$ cat config.mk
export PLATFORM = sky130hd
export DESIGN_NAME = load_store_unit_flat
export DESIGN_NICKNAME = d
export VERILOG_FILES = /design/src/rtl/load_store_unit_if.sv /design/src/rtl/load_store_unit.sv /design/src/flat_wrapper.sv
export SDC_FILE = /design/constraint.sdc
export NUM_CORES = 1
export LEC_CHECK = 0
export CAP_MARGIN = 20
export CORE_MARGIN = 1.5
export CORE_UTILIZATION = 55
export CTS_CLUSTER_SIZE = 40
export DETAILED_ROUTE_END_ITERATION = 8
export PLACE_DENSITY = 0.86
export SLEW_MARGIN = 20
export SYNTH_ARGS = -nofsm -noshare
export SYNTH_HDL_FRONTEND = slang
export SYNTH_SLANG_ARGS = --single-unit
export TNS_END_PERCENT = 1
$ cat constraint.sdc
create_clock -name clk -period 5.41 [get_ports clk]
set_input_delay 0.8115 -clock clk [delete_from_list [all_inputs] [get_ports clk]]
set_output_delay 0.8115 -clock clk [all_outputs]
set_load 0.05 [all_outputs]
$ cat src/rtl/load_store_unit_if.sv
// Bundle of the pipeline request/response channel and the data-memory port.
//
// Handshake: a request transfers on a rising edge where req_valid and req_ready
// are both 1. req_ready is 1 only while the unit is idle and out of reset, so at
// most one request is in flight. The requester may drop req_valid right after
// the transfer. resp_valid is a one-cycle pulse with no back-pressure. The memory
// side has no handshake: a write happens on every edge where mem_byte_enable is
// non-zero, and mem_read_data follows mem_address combinationally.
// The master modport is the requester plus memory; the slave modport is the unit.
`timescale 1ns/1ps
interface load_store_unit_if;
    logic        req_valid;
    logic        req_ready;
    logic        req_write;
    logic [1:0]  req_size;
    logic        req_unsigned;
    logic [31:0] req_address;
    logic [31:0] req_write_data;
    logic        resp_valid;
    logic [31:0] resp_read_data;
    logic        resp_error;
    logic [31:0] mem_address;
    logic [3:0]  mem_byte_enable;
    logic [31:0] mem_write_data;
    logic [31:0] mem_read_data;

    modport master (
        output req_valid, req_write, req_size, req_unsigned, req_address,
               req_write_data, mem_read_data,
        input  req_ready, resp_valid, resp_read_data, resp_error,
               mem_address, mem_byte_enable, mem_write_data
    );

    modport slave (
        input  req_valid, req_write, req_size, req_unsigned, req_address,
               req_write_data, mem_read_data,
        output req_ready, resp_valid, resp_read_data, resp_error,
               mem_address, mem_byte_enable, mem_write_data
    );
endinterface

$ cat src/rtl/load_store_unit.sv
// Load/store unit: turns MEM-stage requests into one or two word accesses on a
// sync-write / comb-read data memory, and aligns/extends load results.
`timescale 1ns/1ps
module load_store_unit #(
    parameter bit ALLOW_MISALIGNED = 1'b1
) (
    input  logic               clk,
    input  logic               rst,
    load_store_unit_if.slave   bus,
    output logic [1:0]         o_dbg_state
);

    typedef enum logic [1:0] {
        S_IDLE = 2'd0,
        S_ACC0 = 2'd1,
        S_ACC1 = 2'd2,
        S_RESP = 2'd3
    } state_t;

    state_t      r_state;
    state_t      w_next;

    logic        r_write;
    logic [1:0]  r_size;
    logic        r_unsigned;
    logic [31:0] r_addr;
    logic [31:0] r_wdata;
    logic [31:0] r_lo;
    logic [31:0] r_hi;
    logic        r_error;

    logic        w_ready;
    logic        w_accept;
    logic        w_req_cross;
    logic        w_req_error;
    logic [1:0]  w_off;
    logic        w_cross;
    logic [7:0]  w_lane_mask;
    logic [5:0]  w_sh_lo;
    logic [5:0]  w_sh_hi;
    logic [31:0] w_word_addr;
    logic [31:0] w_load_raw;
    logic [31:0] w_load_ext;

    // Access width in bytes; size 3 is illegal and never reaches an access state.
    function automatic logic [2:0] size_bytes(input logic [1:0] size);
        case (size)
            2'd0:    size_bytes = 3'd1;
            2'd1:    size_bytes = 3'd2;
            default: size_bytes = 3'd4;
        endcase
    endfunction

    // Byte mask of the access before it is shifted into lane position.
    function automatic logic [3:0] size_mask(input logic [1:0] size);
        case (size)
            2'd0:    size_mask = 4'b0001;
            2'd1:    size_mask = 4'b0011;
            default: size_mask = 4'b1111;
        endcase
    endfunction

    assign w_ready     = (r_state == S_IDLE) && !rst;
    assign w_accept    = bus.req_valid && w_ready;
    assign w_req_cross = ({1'b0, bus.req_address[1:0]} + size_bytes(bus.req_size)) > 3'd4;
    assign w_req_error = (bus.req_size == 2'd3) || (!ALLOW_MISALIGNED && w_req_cross);
    assign o_dbg_state = r_state;

    // Geometry of the latched request: lane offset, word crossing, shifts.
    always_comb begin
        w_off       = r_addr[1:0];
        w_cross     = ({1'b0, w_off} + size_bytes(r_size)) > 3'd4;
        w_lane_mask = {4'b0000, size_mask(r_size)} << w_off;
        w_sh_lo     = {1'b0, w_off, 3'b000};
        w_sh_hi     = 6'd32 - w_sh_lo;
        w_word_addr = {r_addr[31:2], 2'b00};
    end

    // Load alignment: bytes from lo starting at off, topped up from hi when crossing.
    always_comb begin
        w_load_raw = (r_lo >> w_sh_lo) | (r_hi << w_sh_hi);
        case (r_size)
            2'd0:    w_load_ext = r_unsigned ? {24'd0, w_load_raw[7:0]}
                                             : {{24{w_load_raw[7]}}, w_load_raw[7:0]};
            2'd1:    w_load_ext = r_unsigned ? {16'd0, w_load_raw[15:0]}
                                             : {{16{w_load_raw[15]}}, w_load_raw[15:0]};
            default: w_load_ext = w_load_raw;
        endcase
    end

    // Next state and all bus outputs; everything is held at zero during reset.
    always_comb begin
        w_next                 = r_state;
        bus.req_ready          = w_ready;
        bus.resp_valid         = 1'b0;
        bus.resp_error         = 1'b0;
        bus.resp_read_data     = 32'd0;
        bus.mem_address        = 32'd0;
        bus.mem_byte_enable    = 4'd0;
        bus.mem_write_data     = 32'd0;
        case (r_state)
            S_IDLE: begin
                if (w_accept) begin
                    w_next = w_req_error ? S_RESP : S_ACC0;
                end
            end
            S_ACC0: begin
                w_next = w_cross ? S_ACC1 : S_RESP;
                if (!rst) begin
                    bus.mem_address = w_word_addr;
                    if (r_write) begin
                        bus.mem_byte_enable = w_lane_mask[3:0];
                        bus.mem_write_data  = r_wdata << w_sh_lo;
                    end
                end
            end
            S_ACC1: begin
                w_next = S_RESP;
                if (!rst) begin
                    bus.mem_address = w_word_addr + 32'd4;
                    if (r_write) begin
                        bus.mem_byte_enable = w_lane_mask[7:4];
                        bus.mem_write_data  = r_wdata >> w_sh_hi;
                    end
                end
            end
            S_RESP: begin
                w_next = S_IDLE;
                if (!rst) begin
                    bus.resp_valid = 1'b1;
                    bus.resp_error = r_error;
                    if (!r_error && !r_write) begin
                        bus.resp_read_data = w_load_ext;
                    end
                end
            end
            default: w_next = S_IDLE;
        endcase
    end

    // State register; reset abandons any request in flight.
    always_ff @(posedge clk) begin
        if (rst) begin
            r_state <= S_IDLE;
        end else begin
            r_state <= w_next;
        end
    end

    // Request latch on accept and load-word capture during the access states.
    always_ff @(posedge clk) begin
        if (rst) begin
            r_write    <= 1'b0;
            r_size     <= 2'd0;
            r_unsigned <= 1'b0;
            r_addr     <= 32'd0;
            r_wdata    <= 32'd0;
            r_lo       <= 32'd0;
            r_hi       <= 32'd0;
            r_error    <= 1'b0;
        end else begin
            if (w_accept) begin
                r_write    <= bus.req_write;
                r_size     <= bus.req_size;
                r_unsigned <= bus.req_unsigned;
                r_addr     <= bus.req_address;
                r_wdata    <= bus.req_write_data;
                r_error    <= w_req_error;
                r_lo       <= 32'd0;
                r_hi       <= 32'd0;
            end
            if (r_state == S_ACC0 && !r_write) begin
                r_lo <= bus.mem_read_data;
            end
            if (r_state == S_ACC1 && !r_write) begin
                r_hi <= bus.mem_read_data;
            end
        end
    end

endmodule

$ cat src/flat_wrapper.sv
// flat-port wrapper written by rule: the top's interface ports become plain ports
module load_store_unit_flat 
#(
    parameter bit ALLOW_MISALIGNED = 1'b1
)
  (clk, rst, o_dbg_state, bus_req_valid, bus_req_write, bus_req_size, bus_req_unsigned, bus_req_address, bus_req_write_data, bus_mem_read_data, bus_req_ready, bus_resp_valid, bus_resp_read_data, bus_resp_error, bus_mem_address, bus_mem_byte_enable, bus_mem_write_data);
  load_store_unit_if bus_i ();
  input  logic clk;
  input  logic rst;
  output logic [1:0] o_dbg_state;
  input wire logic [$bits(bus_i.req_valid)-1:0] bus_req_valid;
  input wire logic [$bits(bus_i.req_write)-1:0] bus_req_write;
  input wire logic [$bits(bus_i.req_size)-1:0] bus_req_size;
  input wire logic [$bits(bus_i.req_unsigned)-1:0] bus_req_unsigned;
  input wire logic [$bits(bus_i.req_address)-1:0] bus_req_address;
  input wire logic [$bits(bus_i.req_write_data)-1:0] bus_req_write_data;
  input wire logic [$bits(bus_i.mem_read_data)-1:0] bus_mem_read_data;
  output wire logic [$bits(bus_i.req_ready)-1:0] bus_req_ready;
  output wire logic [$bits(bus_i.resp_valid)-1:0] bus_resp_valid;
  output wire logic [$bits(bus_i.resp_read_data)-1:0] bus_resp_read_data;
  output wire logic [$bits(bus_i.resp_error)-1:0] bus_resp_error;
  output wire logic [$bits(bus_i.mem_address)-1:0] bus_mem_address;
  output wire logic [$bits(bus_i.mem_byte_enable)-1:0] bus_mem_byte_enable;
  output wire logic [$bits(bus_i.mem_write_data)-1:0] bus_mem_write_data;
  assign bus_i.req_valid = bus_req_valid;
  assign bus_i.req_write = bus_req_write;
  assign bus_i.req_size = bus_req_size;
  assign bus_i.req_unsigned = bus_req_unsigned;
  assign bus_i.req_address = bus_req_address;
  assign bus_i.req_write_data = bus_req_write_data;
  assign bus_i.mem_read_data = bus_mem_read_data;
  assign bus_req_ready = bus_i.req_ready;
  assign bus_resp_valid = bus_i.resp_valid;
  assign bus_resp_read_data = bus_i.resp_read_data;
  assign bus_resp_error = bus_i.resp_error;
  assign bus_mem_address = bus_i.mem_address;
  assign bus_mem_byte_enable = bus_i.mem_byte_enable;
  assign bus_mem_write_data = bus_i.mem_write_data;
  load_store_unit #(.ALLOW_MISALIGNED(ALLOW_MISALIGNED)) u_core (.clk(clk), .rst(rst), .bus(bus_i), .o_dbg_state(o_dbg_state));
endmodule
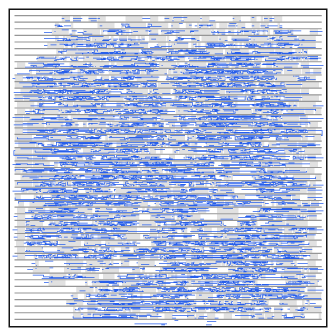
*M1 wires, run 1*
Supply wires on this layer in grey.
longest straight run = 46.0 um
main direction = horizontal
nets with wire on the layer = 1296

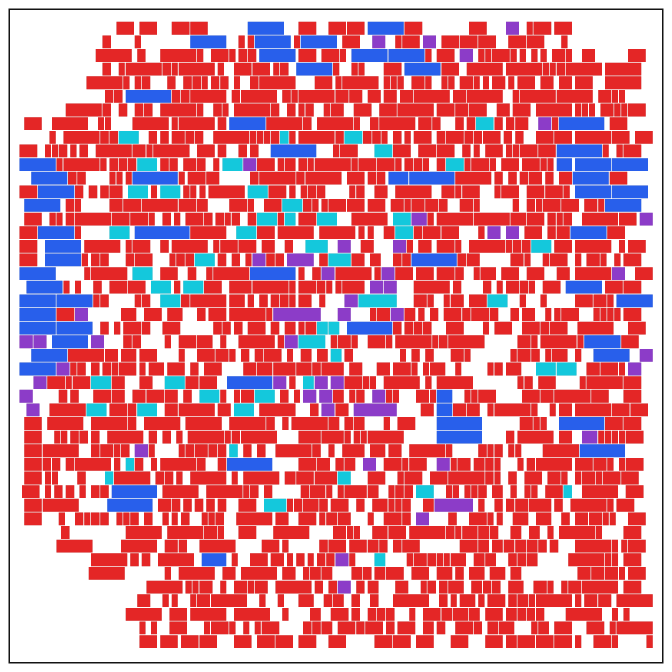
*Drive-strength map, run 1*
red -> drive 1 or less  # cells 1197
cyan -> drive 2  # cells 51
blue -> drive 6 and up  # cells 62
purple -> drive 3 to 4  # cells 50

==> run_results.csv, run 1 <==
group,metric,value,unit
floorplanning,ioPinCount,208,
sta,fin_crit_sh,87.6,%
synthesis,synth_xor_xnor_area_share,0.0985,%
drt,final_antenna_net_count,0,
sta,worst_pin_slew,1030,ps
setup_path,setup.worst_path.class,"register to output pin",
synthesis,top_area_share,30.4,%
synthesis,enable_flop_cells,0,
sta,maximum_clock_rate,211,MHz
synthesis,post-synth-top-area-cell,"sky130_fd_sc_hd__dfxtp_1",
clock_network,ctsLongestPathBuffers,2,
placement,place_hpwl,20300,um
setup_path,cp_max_fo,67,
clock_network,ctsRootBufferMaster,"sky130_fd_sc_hd__clkbuf_16",
floorplanning,die_outline_height,130,um
synthesis,topCombFamilyByArea,"simple AND/OR/NAND/NOR gates",
sta,grt_setup_unrepaired,"no",
clock_network,clk_pin_slew,60,ps
clock_network,cts_setup_buffers,0,
synthesis,most_used_standard_cell_by_instance_count_after_synthesis,"sky130_fd_sc_hd__nand2_1",
finish,fillCellCount,1214,
clock_network,worstSkewPairLatency,430,ps
floorplanning,coreArea,15800,sq um
global_route,grt_pass1_vias,9003,
placement,numPortBuffers,205,
run_status,outcome,"completed",
finish,finalNetCount,1461,
drt,detail_route.wirelength,30600,um
sta,min_period,4740,ps
synthesis,async_set_reset_flop_share_out_of_synthesis,0,%
setup_path,critical_path_arrival,3930,ps
synthesis,post_synth_area_hogs,"sky130_fd_sc_hd__dfxtp_1, sky130_fd_sc_hd__nand2_1, sky130_fd_sc_hd__mux2i_1",
power,peakVddDrop,0.276,mV
synthesis,synthesis.instances,1212,
drt,num_vias,10000,
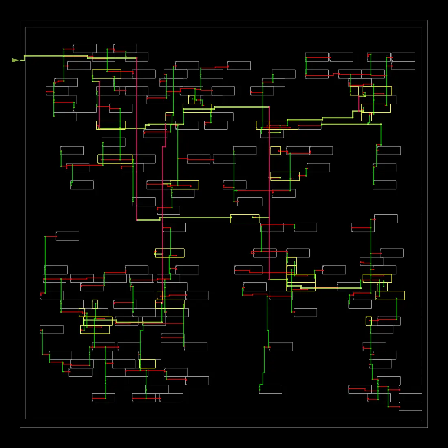
*Clock nets, run 1*
final clock skew: 6.29 ps
number of clock sinks: 135
number of flip-flops and latches: 135

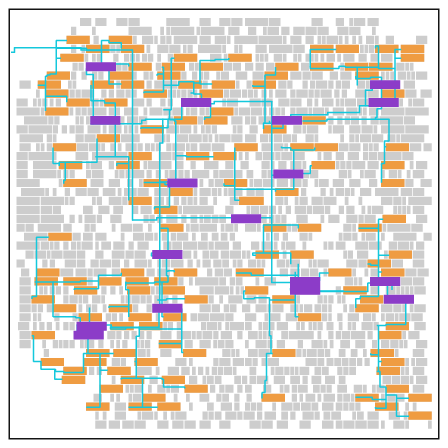
*Clock distribution, run 1*
cyan -> clock wires  # length 1700 um
orange -> flip-flops  # count 135
purple -> cells driving clock nets  # count 17
routed clock nets = 18

-- run 1: per-stage QoR --
| step | std cells | hold WS, ps | power [mW] | worst slack (ps) | instance area (sq um) |
|---|---|---|---|---|---|
| final | 1579 | 465 | 4.27 | 673 | 11800 |
| after global routing | 1579 | 487 | 4.47 | 580 | 11800 |
| after CTS | 1576 | 466 | 4.22 | 784 | 11800 |
| after detailed placement | 1544 | 457 | 3.10 | 1020 | 11300 |
| after global placement | 1544 | 453 | 3.05 | 1090 | 11300 |
| after floorplan | 1213 | 445 | 2.59 | 1040 | 8890 |
-- run 1: registers in the layout, summed over array words and instances, names as in the netlist --
| name | cells |
|---|---|
| u_core.r_write | 1 |
| u_core.r_lo | 32 |
| u_core.r_size | 2 |
| u_core.r_addr | 32 |
| u_core.r_hi | 32 |
| u_core.r_error | 1 |
| u_core.r_unsigned | 1 |
| u_core.r_wdata | 32 |
| u_core.o_dbg_state | 2 |
-- run 1: final cells by class --
cell class,count,area [sq um],share of cell area [%]
well taps,216,270,2.28
flip-flops and latches,135,2710,22.9
multi-input cells,947,5640,47.6
diodes,3,7.51,0.0634
inverters,16,60.1,0.507
clock inverters,14,125,1.06
clock buffers,18,439,3.71
repair buffers,230,2590,21.9
-- run 1: worst paths after layout --
kind                                            from                           end  slack [ps]  cells after the start
setup / recovery       u_core.r_addr[0]$_SDFFE_PP0P_        bus_resp_read_data[27]         670                      7
hold / removal          u_core.r_hi[29]$_SDFFE_PP0P_  u_core.r_hi[29]$_SDFFE_PP0P_         470                      2
setup reg to reg  u_core.o_dbg_state[1]$_SDFFE_PP0P_   u_core.r_lo[7]$_SDFFE_PP0P_        2930                      8
hold reg to reg         u_core.r_hi[29]$_SDFFE_PP0P_  u_core.r_hi[29]$_SDFFE_PP0P_         470                      2
-- run 1: kinds of logic (layout without fill, tap and decap cells) --
| kind of cell | after synthesis | after routing |
|---|---|---|
| xor+xnor | 1 | 1 |
| other cells | 1 | 5 |
| compound gates | 303 | 303 |
| flops | 135 | 135 |
| simple gates | 533 | 533 |
| mux | 97 | 97 |
| buf+inv | 131 | 278 |
| fa+ha+maj | 11 | 11 |
-- run 1: metal layers --
| metal | share of wire [%] | track usage, % | vias to the layer above |
|---|---|---|---|
| met5 | 0.043 | 0 | - |
| met4 | 5.1 | 18.6 | 2 |
| met3 | 9.0 | 6.89 | 124 |
| met2 | 46 | 56.0 | 654 |
| met1 | 40 | 45.8 | 4645 |
| li1 | - | - | 4595 |
-- run 1: critical path: stages, from the launching register on --
cell and delay (ps):
sky130_fd_sc_hd__dfxtp_4 690, sky130_fd_sc_hd__buf_4 830, sky130_fd_sc_hd__mux2_2 450, sky130_fd_sc_hd__a22oi_2 170, sky130_fd_sc_hd__a21oi_1 130, sky130_fd_sc_hd__o311ai_4 750, sky130_fd_sc_hd__nor2_1 220, sky130_fd_sc_hd__buf_12 210
-- run 1: report_power, final --
group	switching (mW)	total [mW]	internal, mW	leakage (nW)
registers	0.301	1.50	1.20	1.10
logic	1.04	1.65	0.609	2.85
clock network	0.469	1.12	0.647	0.279
total	1.81	4.27	2.46	4.23
--- run 2 (diff from run 1) ---
--- a/config.mk
+++ b/config.mk
@@ -8,7 +8,6 @@
 export CAP_MARGIN = 20
 export CORE_MARGIN = 1.5
 export CORE_UTILIZATION = 55
-export CTS_CLUSTER_SIZE = 40
 export DETAILED_ROUTE_END_ITERATION = 8
 export PLACE_DENSITY = 0.86
 export SLEW_MARGIN = 20
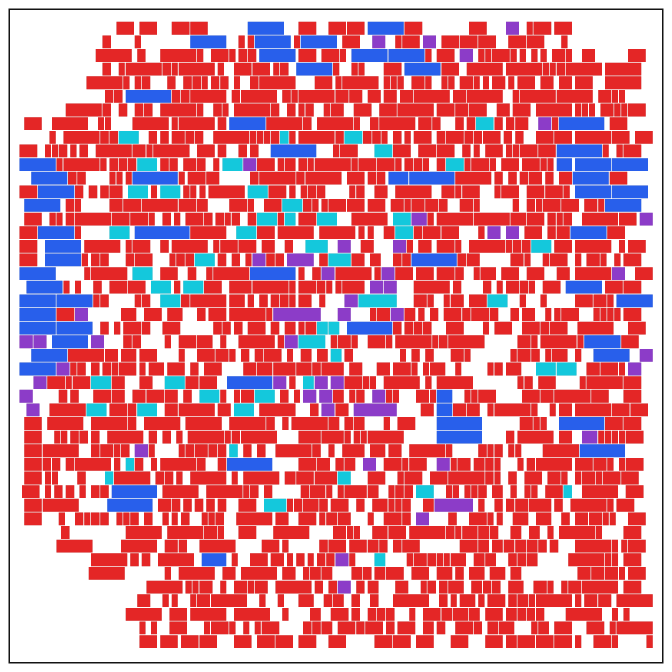
*Drive-strength map, run 2*
purple -> drive 3 to 4  # cells 50
red -> drive 1 or less  # cells 1197
blue -> drive 6 and up  # cells 62
cyan -> drive 2  # cells 51

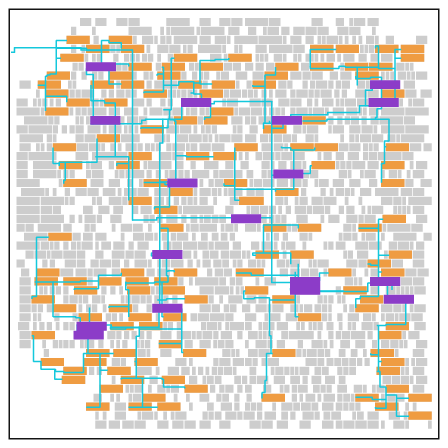
*Clock distribution, run 2*
orange -> flip-flops  # count 135
purple -> cells driving clock nets  # count 17
cyan -> clock wires  # length 1700 um
routed clock nets = 18

==> run 2 against run 1 <==
Core utilization did not move. Synthesized area is the same. Largest power group unchanged. Sequential share of layout area did not move. Cell count did not move. Non-clock buffer count stayed put. Synthesized cell count unchanged. Highest routed layer unchanged. Flip-flop count is the same. Worst hold slack stayed put.
==> run_results.csv, run 2 <==
group,metric,value,unit
run_status,outcome,"completed",
setup_path,endpoint_kind,"output pin",
setup_path,crit-reg2reg-capture,"u_core.r_lo[7]$_SDFFE_PP0P_",
finish,fillCellCount,1214,
synthesis,synthesis.instances,1212,
run,max_cap_viol_count,0,
min_path,min_delay_path_class,"register to register",
sta,hold_violations_final,0,
sta,maximum_clock_rate,211,MHz
synthesis,top_area_share,30.4,%
synthesis,fraction_of_the_yosys_area_taken_by_sequential_cells,30.4,%
finish,multi_input_comb_area,5640,sq um
run,openroad.warnings,32,
setup_path,crit-reg2reg-launch,"u_core.o_dbg_state[1]$_SDFFE_PP0P_",
setup_path,critical_path_arrival,3930,ps
synthesis,post_synth_area_hogs,"sky130_fd_sc_hd__dfxtp_1, sky130_fd_sc_hd__nand2_1, sky130_fd_sc_hd__mux2i_1",
synthesis,async_set_reset_flop_share_out_of_synthesis,0,%
placement,dp_slack,1020,ps
global_route,global_route_wire_length_before_repair,47200,um
synthesis,top_cells_by_count,"sky130_fd_sc_hd__nand2_1, sky130_fd_sc_hd__a21oi_1, sky130_fd_sc_hd__dfxtp_1, sky130_fd_sc_hd__nand3_1, sky130_fd_sc_hd__nor2_1",
sta,grt_setup_unrepaired,"no",
placement,place_inst,1544,
finish,drive_above_1_share,12.0,%
clock_network,ctsRootBufferMaster,"sky130_fd_sc_hd__clkbuf_16",
synthesis,synth-seq-cells,135,
finish,count_of_placed_standard_cells_in_the_final_layout_fillers_left_out,1579,
min_path,min_from,"u_core.r_hi[29]$_SDFFE_PP0P_",
drt,final_antenna_net_count,0,
min_path,worstHoldEndpoint,"u_core.r_hi[29]$_SDFFE_PP0P_",
finish,finalNetCount,1461,
placement,numPortBuffers,205,
synthesis,yosys_stat_chip_area,8890,sq um
finish,seq_area,2710,sq um
sta,fin_crit_sh,87.6,%
setup_path,worst-r2r-cell-count,8,
global_route,grt_remaining_overflow,0,
floorplanning,die_outline_height,130,um
synthesis,enable_flop_cells,0,
power,leakage,4.23,nW
placement,place_hpwl,20300,um
setup_path,cp_max_fo,67,
clock_network,clk_pin_slew,60,ps
floorplanning,ioPinCount,208,
sta,clock-skew-final,6.29,ps
drt,detail_route.wirelength,30600,um
setup_path,setup.worst_path.class,"register to output pin",
power,peakVddDrop,0.276,mV
sta,worst_pin_slew,1030,ps
sta,finalWorstSetupSlack,673,ps
synthesis,yosys_most_used_dff,"sky130_fd_sc_hd__dfxtp_1",
synthesis,number_of_standard_cells_reported_by_yosys,1212,
setup_path,ff2ff_setup_slack,2930,ps
drt,dr.pass1.iters,6,
floorplanning,floorplan.die_area,16900,sq um
synthesis,most_used_standard_cell_by_instance_count_after_synthesis,"sky130_fd_sc_hd__nand2_1",
sta,min_period,4740,ps
floorplanning,die_width,130,um
drt,dr.first_iter.drc_count,1390,
drt,num_vias,10000,
setup_path,sequence_of_cells_on_the_critical_path,"buf_4 > mux2_2 > a22oi_2 > a21oi_1 > o311ai_4 > nor2_1 > buf_12",
floorplanning,coreArea,15800,sq um
setup_path,path_delay_family,"AND-OR/OR-AND gates",
synthesis,synth_area_per_cell,7.33,sq um
sta,setup-violations-final,0,
setup_path,critical_path.n_buffers_inverters,2,
clock_network,clock_sink_count,135,
setup_path,cp-start-kind,"register",
clock_network,ctsLongestPathBuffers,2,
min_path,worstHoldPathCells,2,
global_route,grt_pass1_vias,9003,
sta,totalNegativeSetupSlack,0,ps
setup_path,critical-path-max-stage-delay,830,ps
power,power.density,361,nW/um^2
synthesis,post-synth-top-area-cell,"sky130_fd_sc_hd__dfxtp_1",
clock_network,cts_setup_buffers,0,
global_route,gr-usage-all-layers,35.4,%
setup_path,critical-path-slowest-cell,"sky130_fd_sc_hd__buf_4",
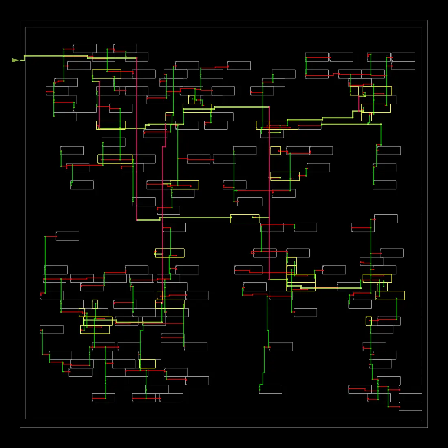
*Clock nets, run 2*
Num CTS Buffers: 17
worst-skew pair later-pin latency: 430 ps
count of clock-net buffers in the final layout: 18
Clock group: 1.12 mW

## run 2: worst register-to-register path, stage by stage (launching register included)
cell and delay, ps:
sky130_fd_sc_hd__dfxtp_1 360, sky130_fd_sc_hd__inv_1 130, sky130_fd_sc_hd__ha_1 490, sky130_fd_sc_hd__inv_1 350, sky130_fd_sc_hd__buf_4 320, sky130_fd_sc_hd__nor2_2 110
sky130_fd_sc_hd__buf_4 370, sky130_fd_sc_hd__nand2_1 120, sky130_fd_sc_hd__a21oi_1 160
## run 2: worst max path at each step
| stage | from | end | slack (ps) | cells past startpoint |
|---|---|---|---|---|
| detailed placement | rst | bus_mem_address[28] | 1020 | 6 |
| global placement | rst | bus_mem_address[28] | 1090 | 6 |
| finish | u_core.r_addr[0]$_SDFFE_PP0P_ | bus_resp_read_data[27] | 670 | 7 |
| CTS | u_core.r_addr[0]$_SDFFE_PP0P_ | bus_resp_read_data[27] | 780 | 7 |
| global route | u_core.r_addr[0]$_SDFFE_PP0P_ | bus_resp_read_data[27] | 580 | 7 |
| floorplan | u_core.o_dbg_state[1]$_SDFFE_PP0P_ | bus_resp_read_data[6] | 1040 | 5 |
## run 2: metrics by stage
stage          hold slack, ps  power, mW  instance area (sq um)
2_1_floorplan             445       2.59                   8890
3_3_place_gp              453       3.05                  11300
3_5_place_dp              457       3.10                  11300
4_1_cts                   466       4.22                  11800
5_1_grt                   487       4.47                  11800
6_report                  465       4.27                  11800
## run 2: kinds of logic (layout without fill, tap and decap cells)
family | Yosys count | in the layout | share of synthesized area [%]
other | 1 | 5 | 0.0422
adder cells (fa/ha/maj) | 11 | 11 | 1.63
AND/OR/NAND/NOR | 533 | 533 | 28.3
multiplexers | 97 | 97 | 11.2
AND-OR/OR-AND | 303 | 303 | 21.9
XOR/XNOR | 1 | 1 | 0.0986
flip-flops | 135 | 135 | 30.4
buffers and inverters | 131 | 278 | 6.29
## run 2: area by class of cell
cell class / count / area share (%)
inverter: 16 / 0.507
tap: 216 / 2.28
clock inverter: 14 / 1.06
sequential: 135 / 22.9
timing repair buffer: 230 / 21.9
antenna: 3 / 0.0634
multi-input combinational: 947 / 47.6
clock buffer: 18 / 3.71
## run 2: metal layers
metal	up-vias	global-route usage (%)	wire, um
met2	654	56.0	14000
met1	4645	45.8	12300
met4	2	18.6	1550
met3	124	6.89	2760
li1	4595	-	-
met5	-	0	13
## run 2: power breakdown
part           internal (mW)  leakage (nW)  switching [mW]
combinational          0.609          2.85            1.04
sequential              1.20          1.10           0.301
clock                  0.647         0.279           0.469
total                   2.46          4.23            1.81
Power and IR drop assume default switching activity.
